===== src/rtl/fir_pkg.sv =====
// Shared types and constants for the time-multiplexed FIR datapath.
// The accumulator width helper keeps the top and any sub-blocks in agreement.
package fir_pkg;

  typedef enum logic [1:0] {
    ST_IDLE = 2'd0,
    ST_MAC  = 2'd1,
    ST_SAVE = 2'd2,
    ST_HOLD = 2'd3
  } fir_state_e;

  // Wide enough that TAPS full-scale products cannot overflow the accumulator.
  function automatic int fir_acc_w(input int data_w, input int coef_w, input int taps);
    return data_w + coef_w + $clog2(taps);
  endfunction

  localparam int HB_TAPS = 16;

  // Symmetric 16-tap half-band set, Q1.15.
  localparam logic signed [15:0] HB_COEF [HB_TAPS] = '{
    -16'sd81,   -16'sd134,  16'sd318,   16'sd645,
    -16'sd1257, -16'sd2262, 16'sd4522,  16'sd14633,
    16'sd14633, 16'sd4522,  -16'sd2262, -16'sd1257,
    16'sd645,   16'sd318,   -16'sd134,  -16'sd81
  };

endpackage


===== src/rtl/fir_round_sat.sv =====
// Round-half-up, arithmetic right shift by COEF_FRAC, then clamp to DATA_W signed.
// Purely combinational so it can sit in front of any output register.
module fir_round_sat #(
  parameter int ACC_W     = 36,
  parameter int DATA_W    = 16,
  parameter int COEF_FRAC = 15
) (
  input  logic signed [ACC_W-1:0]  acc,
  output logic signed [DATA_W-1:0] result,
  output logic                     sat
);

  // One guard bit so adding the rounding constant cannot wrap.
  localparam logic signed [ACC_W:0] HALF    = (ACC_W+1)'(1'b1) <<< (COEF_FRAC-1);
  localparam logic signed [ACC_W:0] SAT_MAX = {{(ACC_W+2-DATA_W){1'b0}}, {(DATA_W-1){1'b1}}};
  localparam logic signed [ACC_W:0] SAT_MIN = {{(ACC_W+2-DATA_W){1'b1}}, {(DATA_W-1){1'b0}}};

  logic signed [ACC_W:0] biased_s;
  logic signed [ACC_W:0] shifted_s;

  // round, shift and clamp to the output range
  always_comb begin
    biased_s  = (ACC_W+1)'(acc) + HALF;
    shifted_s = biased_s >>> COEF_FRAC;
    if (shifted_s > SAT_MAX) begin
      result = SAT_MAX[DATA_W-1:0];
      sat    = 1'b1;
    end else if (shifted_s < SAT_MIN) begin
      result = SAT_MIN[DATA_W-1:0];
      sat    = 1'b1;
    end else begin
      result = shifted_s[DATA_W-1:0];
      sat    = 1'b0;
    end
  end

endmodule


===== src/rtl/fir_mac_stream.sv =====
// Time-multiplexed FIR: one MAC per cycle over TAPS taps, programmable coefficients,
// ready/valid on both sides, rounded and saturated output with a clip flag.
module fir_mac_stream
  import fir_pkg::*;
#(
  parameter int DATA_W    = 16,
  parameter int COEF_W    = 16,
  parameter int TAPS      = 16,
  parameter int COEF_FRAC = 15
) (
  input  logic                      clock,
  input  logic                      rst,
  input  logic signed [DATA_W-1:0]  in_data,
  input  logic                      in_valid,
  output logic                      in_ready,
  output logic signed [DATA_W-1:0]  out_data,
  output logic                      out_valid,
  input  logic                      out_ready,
  output logic                      out_sat,
  input  logic                      coef_we,
  input  logic [$clog2(TAPS)-1:0]   coef_addr,
  input  logic signed [COEF_W-1:0]  coef_data,
  output logic                      busy
);

  localparam int ADDR_W = $clog2(TAPS);
  localparam int ACC_W  = fir_acc_w(DATA_W, COEF_W, TAPS);
  localparam int PROD_W = DATA_W + COEF_W;
  localparam logic [ADDR_W-1:0] LAST_ADDR = ADDR_W'(TAPS-1);
  localparam logic [ADDR_W:0]   TAPS_LIM  = (ADDR_W+1)'(TAPS);

  fir_state_e               state_r;
  logic signed [DATA_W-1:0] dly_r  [TAPS];
  logic signed [COEF_W-1:0] coef_r [TAPS];
  logic signed [ACC_W-1:0]  acc_r;
  logic [ADDR_W-1:0]        addr_r;

  logic signed [DATA_W-1:0] tap_s;
  logic signed [COEF_W-1:0] cf_s;
  logic signed [PROD_W-1:0] prod_s;
  logic signed [DATA_W-1:0] rs_data_s;
  logic                     rs_sat_s;
  logic                     coef_wr_s;

  assign tap_s  = dly_r[addr_r];
  assign cf_s   = coef_r[addr_r];
  assign prod_s = PROD_W'(tap_s) * PROD_W'(cf_s);

  // Out-of-range indices only exist when TAPS is not a power of two.
  assign coef_wr_s = (state_r == ST_IDLE) && coef_we && ({1'b0, coef_addr} < TAPS_LIM);

  fir_round_sat #(
    .ACC_W     (ACC_W),
    .DATA_W    (DATA_W),
    .COEF_FRAC (COEF_FRAC)
  ) u_round_sat (
    .acc    (acc_r),
    .result (rs_data_s),
    .sat    (rs_sat_s)
  );

  // coefficient bank, writable only while idle
  always_ff @(posedge clock or posedge rst) begin
    if (rst) begin
      for (int i = 0; i < TAPS; i++) coef_r[i] <= '0;
    end else if (coef_wr_s) begin
      coef_r[coef_addr] <= coef_data;
    end
  end

  // control FSM with delay line, accumulator and registered handshake outputs
  always_ff @(posedge clock or posedge rst) begin
    if (rst) begin
      state_r   <= ST_IDLE;
      acc_r     <= '0;
      addr_r    <= '0;
      for (int i = 0; i < TAPS; i++) dly_r[i] <= '0;
      out_data  <= '0;
      out_valid <= 1'b0;
      out_sat   <= 1'b0;
      busy      <= 1'b0;
      in_ready  <= 1'b1;
    end else begin
      case (state_r)
        ST_IDLE: begin
          if (in_valid) begin
            dly_r[0] <= in_data;
            for (int i = 1; i < TAPS; i++) dly_r[i] <= dly_r[i-1];
            acc_r    <= '0;
            addr_r   <= '0;
            in_ready <= 1'b0;
            busy     <= 1'b1;
            state_r  <= ST_MAC;
          end
        end
        ST_MAC: begin
          acc_r <= acc_r + ACC_W'(prod_s);
          if (addr_r == LAST_ADDR) begin
            addr_r  <= '0;
            state_r <= ST_SAVE;
          end else begin
            addr_r <= addr_r + ADDR_W'(1);
          end
        end
        ST_SAVE: begin
          out_data  <= rs_data_s;
          out_sat   <= rs_sat_s;
          out_valid <= 1'b1;
          state_r   <= ST_HOLD;
        end
        ST_HOLD: begin
          if (out_ready) begin
            out_valid <= 1'b0;
            in_ready  <= 1'b1;
            busy      <= 1'b0;
            state_r   <= ST_IDLE;
          end
        end
        default: begin
          out_valid <= 1'b0;
          in_ready  <= 1'b1;
          busy      <= 1'b0;
          state_r   <= ST_IDLE;
        end
      endcase
    end
  end

endmodule


===== config.mk =====
export PLATFORM = sky130hd
export DESIGN_NAME = fir_mac_stream
export DESIGN_NICKNAME = d
export VERILOG_FILES = /design/src/rtl/fir_pkg.sv /design/src/rtl/fir_round_sat.sv /design/src/rtl/fir_mac_stream.sv
export SDC_FILE = /design/constraint.sdc
export NUM_CORES = 2
export LEC_CHECK = 0
export CAP_MARGIN = 20
export CORE_UTILIZATION = 45
export DETAILED_ROUTE_END_ITERATION = 8
export GPL_ROUTABILITY_DRIVEN = 1
export HOLD_SLACK_MARGIN = 0.1
export MAX_ROUTING_LAYER = met4
export PLACE_DENSITY_LB_ADDON = 0.08
export REMOVE_ABC_BUFFERS = 1
export SYNTH_ARGS = -nofsm -noshare
export SYNTH_HDL_FRONTEND = slang
export SYNTH_SLANG_ARGS = --single-unit
export TNS_END_PERCENT = 100

===== constraint.sdc =====
create_clock -name clock -period 58.7 [get_ports clock]
set_input_delay 8.805 -clock clock [delete_from_list [all_inputs] [get_ports clock]]
set_output_delay 8.805 -clock clock [all_outputs]
set_load 0.02 [all_outputs]

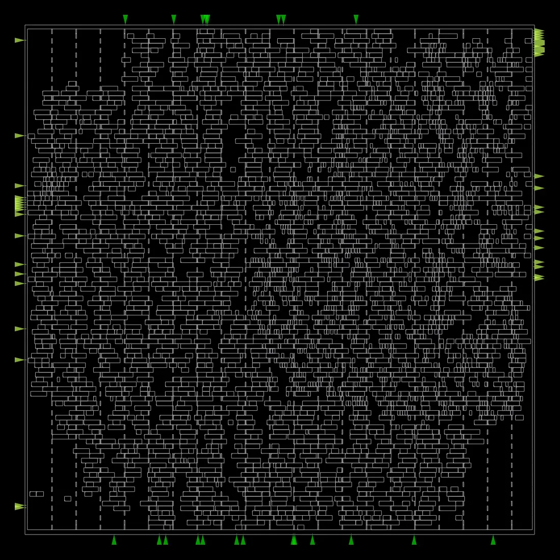
*Placed standard cells*
Site Rows: 105
count of flip-flops and latches: 574

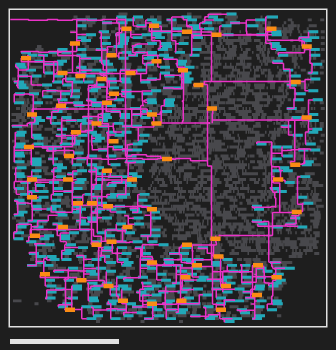
*Clock network drawn from the DEF*
Scale bar: 100 um.
magenta -> clock wires  # length 8,250 um
orange -> cells driving clock nets  # count 66
cyan -> flip-flops  # count 574
routed clock nets = 67

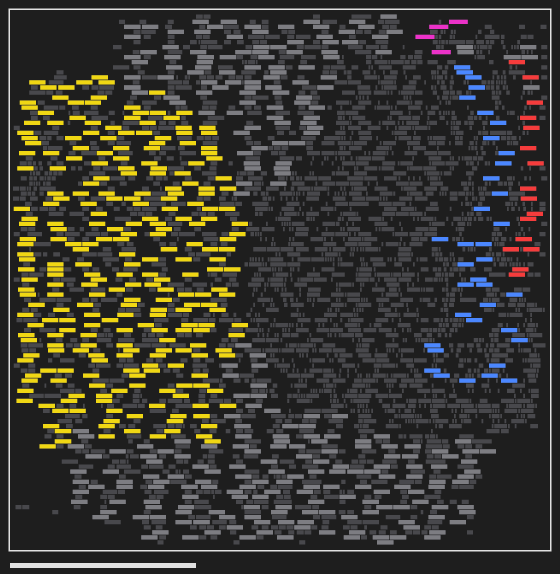
*Sequential cells grouped by signal name*
Scale bar: 100 um.
red -> out_data  # placed flops 16
yellow -> coef_r  # placed flops 256
magenta -> addr_r  # placed flops 4, where upper right
blue -> acc_r  # placed flops 36

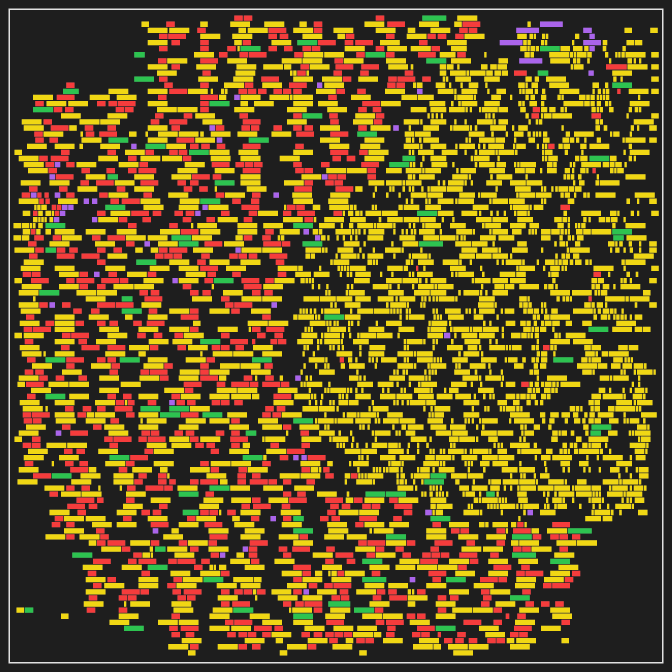
*Drive-strength map*
red -> drive 2  # cells 708, share 23%
green -> drive 6 and up  # cells 91, share 3.0%
purple -> drive 3 to 4  # cells 53, share 1.7%
yellow -> drive 1 or less  # cells 2,223, share 72%

==> results_slide.txt <==
Physical Implementation Snapshot

Route
  – Overall routed net length: approximately 85,000 um
  – Post-route DRC: 0
  – Violation tally from detailed-route iteration zero: 1,155
  – DR pass1 iterations: 5

Floorplan
  – Core outline area: 82,200 um^2
  – IO Pins: 61
  – Floorplan utilization: 0.456
  – Die y size: 291 um

Synthesis
  – Mux cell area share after synthesis: 0.250
  – Commonest cells in the synthesized netlist: dfrtp_1 (573), mux2_2 (537), inv_1 (410), fa_1 (314), nor2_1 (198)
  – Chip area estimate from yosys synthesis: approximately 37,000 um^2
  – Flops out of synthesis: around 570
  – Top area contributor share: 0.383
  – Cell type with the largest total area: dfrtp_1
  – Area fraction in compound gates: 0.0343

Layout
  – Layout multi-input combinational cell count: ~1.9k
  – Non-filler instance count after layout: 4,147
  – Clock buffer cells: 100
  – Fraction of standard cell area that is sequential: 0.347
  – Share of post-route cells with drive strength above 1: 0.277
  – Total inserted antenna cells: 2
  – Area Overhead vs Synth: 10.5%
  – Count of fill cells added during filler insertion: ~7.1k

Placed design
  – Worst-case setup slack after placement: approximately 46 ns
  – Placement-stage cell area: 39,200 um^2
  – Routability-driven placement congestion ratio: 0.898

Clock network
  – Clock sink total: between 500 and 600
  – Clock-pin transition on the worst setup and hold timing paths: 0.06 ns
  – Clock tree from TritonCTS: yes

Timing
  – Post-route worst hold slack: 0.500 ns
  – Worst setup margin: roughly 47 ns
  – F_max: 0.0820 GHz

Critical path
  – Reg-to-Reg End: acc_r[34]
  – Family with the most delay on the worst path: buffers and inverters
  – Crit path cell chain: clkdlybuf4s50_1 > nand2_4 > buf_4 > buf_4 > buf_4 > buf_16 > mux2_2
  – Number of buffer and inverter stages on the critical path: 5
  – Critical path peak fanout: 68

Status
  – Status: complete, no violations

Global routing
  – Global-route usage over all layers: 0.217
  – First-pass GRT wire length: 140,000 um
  – Vias in the first global route: roughly 25k
  – Number of antenna violations at the first check in global routing: 2
## worst reg2reg max path, cell delays in order, from the launching register on
cell	delay, ns
dfrtp_4	0.82
buf_12	0.62
buf_4	0.68
mux4_2	0.61
mux2_2	0.30
o21ai_1	0.74
nor2_1	0.20
fa_1	0.55
fa_1	0.52
inv_1	0.05
fa_1	0.51
inv_1	0.06
fa_1	0.49
fa_1	0.53
inv_1	0.05
fa_1	0.47
inv_1	0.04
ha_1	0.35
a21o_1	0.19
a21o_1	0.17
a2111oi_1	0.55
o21ai_2	0.22
o211ai_2	0.28
a311o_1	0.30
nor4_1	0.07
or3_1	0.35
## per-layer routing
layer	wire (um)	vias to the layer above	track usage
met5	0	-	-
met4	1840	0	0.0576
met3	3710	122	0.0333
met2	40500	393	0.347
met1	38600	11715	0.289
li1	-	10126	-
